Figure 1. M3 wires.
Drawn at 4 px/um. Cells faint in the background.
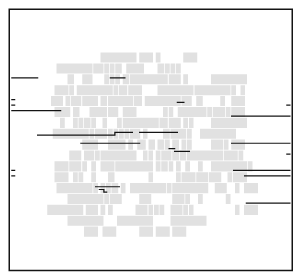
Figure 2. Register map, names as in the netlist.
Drawn at 4 px/um. Other sequential cells in the stronger grey, the rest of the logic in the fainter grey.
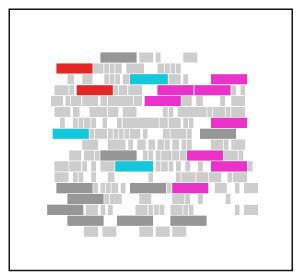
Figure 3. Routed metal, one colour a layer.
Drawn at 4 px/um.
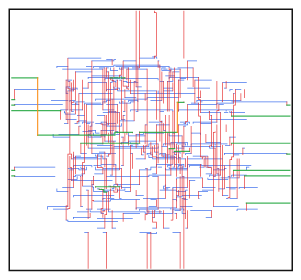
File: src/rtl/serial_comparator_ctrl.sv
// Serial MSB-first unsigned magnitude comparator: latches A/B on start, checks one bit per cycle.
// Latency m+1 cycles after accept (2..N+1); start outside IDLE is dropped, no queueing.
module serial_comparator_ctrl #(
    parameter int N = 8
) (
    input  logic         clk,
    input  logic         rst,
    input  logic         start,
    input  logic [N-1:0] A,
    input  logic [N-1:0] B,
    output logic         busy,
    output logic         done,
    output logic         EQ,
    output logic         LT
);

    localparam int IDX_W = $clog2(N);

    typedef enum logic [1:0] {
        S_IDLE    = 2'd0,
        S_COMPARE = 2'd1,
        S_DONE    = 2'd2
    } state_t;

    state_t           state_q, state_d;
    logic [N-1:0]     a_q, a_d;
    logic [N-1:0]     b_q, b_d;
    logic [IDX_W-1:0] idx_q, idx_d;
    logic             eq_q, eq_d;
    logic             lt_q, lt_d;

    always_ff @(posedge clk or posedge rst) begin
        if (rst) begin
            state_q <= S_IDLE;
            a_q     <= '0;
            b_q     <= '0;
            idx_q   <= '0;
            eq_q    <= 1'b0;
            lt_q    <= 1'b0;
        end else begin
            state_q <= state_d;
            a_q     <= a_d;
            b_q     <= b_d;
            idx_q   <= idx_d;
            eq_q    <= eq_d;
            lt_q    <= lt_d;
        end
    end

    always_comb begin
        state_d = state_q;
        a_d     = a_q;
        b_d     = b_q;
        idx_d   = idx_q;
        eq_d    = eq_q;
        lt_d    = lt_q;
        case (state_q)
            S_IDLE: begin
                if (start) begin
                    a_d     = A;
                    b_d     = B;
                    idx_d   = IDX_W'(N - 1);
                    eq_d    = 1'b0;
                    lt_d    = 1'b0;
                    state_d = S_COMPARE;
                end
            end
            S_COMPARE: begin
                // First differing bit decides: A is smaller exactly when B holds the 1.
                if (a_q[idx_q] != b_q[idx_q]) begin
                    eq_d    = 1'b0;
                    lt_d    = b_q[idx_q];
                    state_d = S_DONE;
                end else if (idx_q == '0) begin
                    eq_d    = 1'b1;
                    lt_d    = 1'b0;
                    state_d = S_DONE;
                end else begin
                    idx_d = idx_q - IDX_W'(1);
                end
            end
            S_DONE:  state_d = S_IDLE;
            default: state_d = S_IDLE;
        endcase
    end

    assign busy = (state_q == S_COMPARE);
    assign done = (state_q == S_DONE);
    assign EQ   = eq_q;
    assign LT   = lt_q;

endmodule
File: config.mk
export PLATFORM = sky130hd
export DESIGN_NAME = serial_comparator_ctrl
export DESIGN_NICKNAME = d
export VERILOG_FILES = /design/src/rtl/serial_comparator_ctrl.sv
export SDC_FILE = /design/constraint.sdc
export NUM_CORES = 1
export LEC_CHECK = 0
export ABC_AREA = 1
export CORE_ASPECT_RATIO = 0.9
export CORE_MARGIN = 8
export CORE_UTILIZATION = 46
export DETAILED_ROUTE_END_ITERATION = 10
export GPL_TIMING_DRIVEN = 0
export PLACE_DENSITY_LB_ADDON = 0.3
export RECOVER_POWER = 100
export SYNTH_ARGS = -nofsm -noshare
export SYNTH_HDL_FRONTEND = slang
export SYNTH_SLANG_ARGS = --single-unit
File: constraint.sdc
create_clock -name clk -period 1.4 [get_ports clk]
set_input_delay 0.14 -clock clk [delete_from_list [all_inputs] [get_ports clk]]
set_output_delay 0.14 -clock clk [all_outputs]
set_load 0.01 [all_outputs]
==> ci_impl_report.md <==
## Synthesis and layout report

| Metric | Value |
|---|---|
| Syn nets | `168` |
| CTS root buf | `clkbuf_4` |
| Biggest area cells | `dfrtp_1 (47%), nand2_1 (12%), a21oi_2 (11%)` |
| Clk_skew | `0.00653 ns` |
| Violated checks | `negative setup slack` |
| Final Max Slew Viols | `0` |
| Pin count of the biggest net entering global routing | `24` |
| Detail-routed via count per cell | `4.91` |
| Arr. time, crit path | `1.80 ns` |
| Cells after DPL | `196` |
| Dominant cell type by area after synthesis | `dfrtp_1` |
| Worst endpoint required time | `1.61 ns` |
| Yosys chip area | `0.00122 sq mm` |
| Finished Layout Cells | `205` |
| Crit-path cells | `buf_4 -> nand2_1 -> nand3_1 -> nand3_1 -> nand2_2 -> ha_4 -> nand2_2 -> nand2_2 -> inv_2 -> nand2_1 -> nand2_1` |
| Die Height | `64.9 um` |
| OpenROAD warning count | `30` |
| CP Buf/Inv Count | `2` |
| Final #Nets | `200` |
| Max Cap Viol | `0` |
| CTS tree | `yes` |
| Critical-path maximum fanout | `4` |
| Sequential power share | `0.319` |
| Global route total overflow | `0` |
| Vias in the first global route | `1027` |
| Clock Pin Slew Worst Setup and Hold Paths | `0.12 ns` |
| Core Region | `0.00249 sq mm` |
| Internal power | `2.03 mW` |
| Finish-stage setup viols | `7` |
| GPL Wtd Cong | `0.841` |
| Slowest stage delay, CP | `0.47 ns` |
| Final antenna-violating net count | `0` |
| Worst vdd ir | `1480 uV` |
| CP max-delay cell | `dfrtp_2` |
| Upper clock frequency limit | `631 MHz` |
| Outcome | `finished, violations left` |
| Number of antenna violations at the first check in global routing | `0` |
| Die Width | `70.4 um` |
| Unique cell types | `16` |
| Cycle use final | `1.13` |
| Setup WS post-layout | `-0.186 ns` |
| Final Hold Viols | `0` |
| Buffers added on ports | `22` |
| Worst min-delay path category | `in2reg` |
| Starting Density | `0.492` |
| PD cells | `2280 mW/mm^2` |
| Late-Pin Clk Latency | `0.31 ns` |
| Combinational Power Share | `0.596` |
About Figure 1:
The layer holds 5.9% of the routed length. The longest straight run is 19.3 um.

About Figure 2:
Key: red = `state_q` [sequential cells 2]; cyan = `idx_q` [sequential cells 3]; magenta = `a_q` [sequential cells 8]
Another 10 sequential cells are not coloured.
Layout Utilization: 0.633
sequential group power: 1.14 mW
total area of sequential cells: 578 sq um
flop share of the area: 0.367

About Figure 3:
Key: green = metal 3 [wire length 156 um]; orange = metal 4 [wire length 21.8 um]; blue = metal 1 [wire length 1150 um]; red = metal 2 [wire length 1300 um]
Routed WL: 2630 um
DR WL/cell: 12.8 um
via total after detailed routing: 1007
overall routing resource usage: 0.120

## synth_stat cells
cell type  instances
inv_1             19
o21ai_1            1
buf_2              2
xnor2_1            1
nor2_1            18
nand3_1           13
a21oi_2           15
inv_2              4
buf_6              2
nand2_1           39
nand3_2            3
dfrtp_1           23
buf_12             1
nand2_2            1
ha_1               3
nor2_4             1
## worst paths after layout
check                           end  depth (start not counted)  slack [ns]     start
max in group asynchronous  idx_q[0]                          2        0.37       rst
min in group asynchronous    b_q[4]                          2        0.43       rst
min reg2reg                  a_q[4]                          2        0.52    a_q[4]
max                              LT                         11       -0.19  idx_q[0]
max reg2reg                      LT                         11       -0.19  idx_q[0]
min                          a_q[4]                          3        0.39      A[4]
## tightest hold or removal path, cell delays in order
cell and delay (ns):
clkdlybuf4s50_1 0.39, inv_1 0.05, o21ai_0 0.08
## through the flow
step                      total power [mW]  setup TNS (ns)
after global routing                  3.93           -1.66
after detailed placement              3.07           -1.44
after floorplan                       2.61          -0.143
final                                 3.59          -0.997
after CTS                             3.38           -1.49
after global placement                2.99           -1.11
## sequential cells by signal (all words and copies together) (netlist names)
register,count
EQ,1
LT,1
a_q,8
b_q,8
idx_q,3
state_q,2
## logic make-up after synthesis
group	synth area share
adders and majority gates	0.0307
and+or+nand+nor	0.267
xor gates and xnor gates	0.00716
buffers and inverters	0.113
DFF	0.470
AOI/OAI and AO/OA	0.111
## layout by cell type (no fill, tap or decap), types with 2 or more instances in the layout
cell type / n
ha_1: 2
nand2_2: 4
inv_1: 19
buf_4: 5
buf_6: 2
a21oi_2: 14
clkbuf_4: 3
inv_2: 3
nand2_1: 35
clkdlybuf4s50_1: 17
nand3_2: 2
nand3_1: 13
clkbuf_1: 2
dfrtp_2: 2
dfrtp_1: 21
nor2_1: 18
## cell type report
cell class | instances | area (sq um) | area share
repair buffers | 27 | 253 | 0.160
well taps | 28 | 35.0 | 0.0222
plain buffers | 5 | 52.6 | 0.0333
flip-flops and latches | 23 | 578 | 0.367
inverters | 23 | 91.3 | 0.0579
multi-input cells | 95 | 541 | 0.343
clock buffers | 4 | 26.3 | 0.0167
## power groups by stage
stage          clock network [mW]  logic (mW)  registers [mW]
6_report                    0.306        2.14            1.14
5_1_grt                     0.354        2.39            1.18
4_1_cts                     0.317        1.94            1.13
3_5_place_dp                    0        1.92            1.15
3_3_place_gp                    0        1.86            1.14
2_1_floorplan                   0        1.49            1.11
## what timing repair did
| action | in CTS | in global routing |
|---|---|---|
| hold buffers | 0 | 0 |
| cloned | 0 | 1 |
| endpoints found under the setup margin | 9 | 10 |
| pin swaps | 0 | 6 |
| setup buffers | 1 | 3 |
| resized | 3 | 16 |
## per-layer routing
layer  wire, um  GRT usage  share of wire
met3        155     0.0502          0.059
met2       1300      0.201           0.49
met1       1150      0.134           0.44
met5          0          0              0
met4         21     0.0426         0.0080
Power figures rest on the tool's default switching activity, not on a simulated workload.
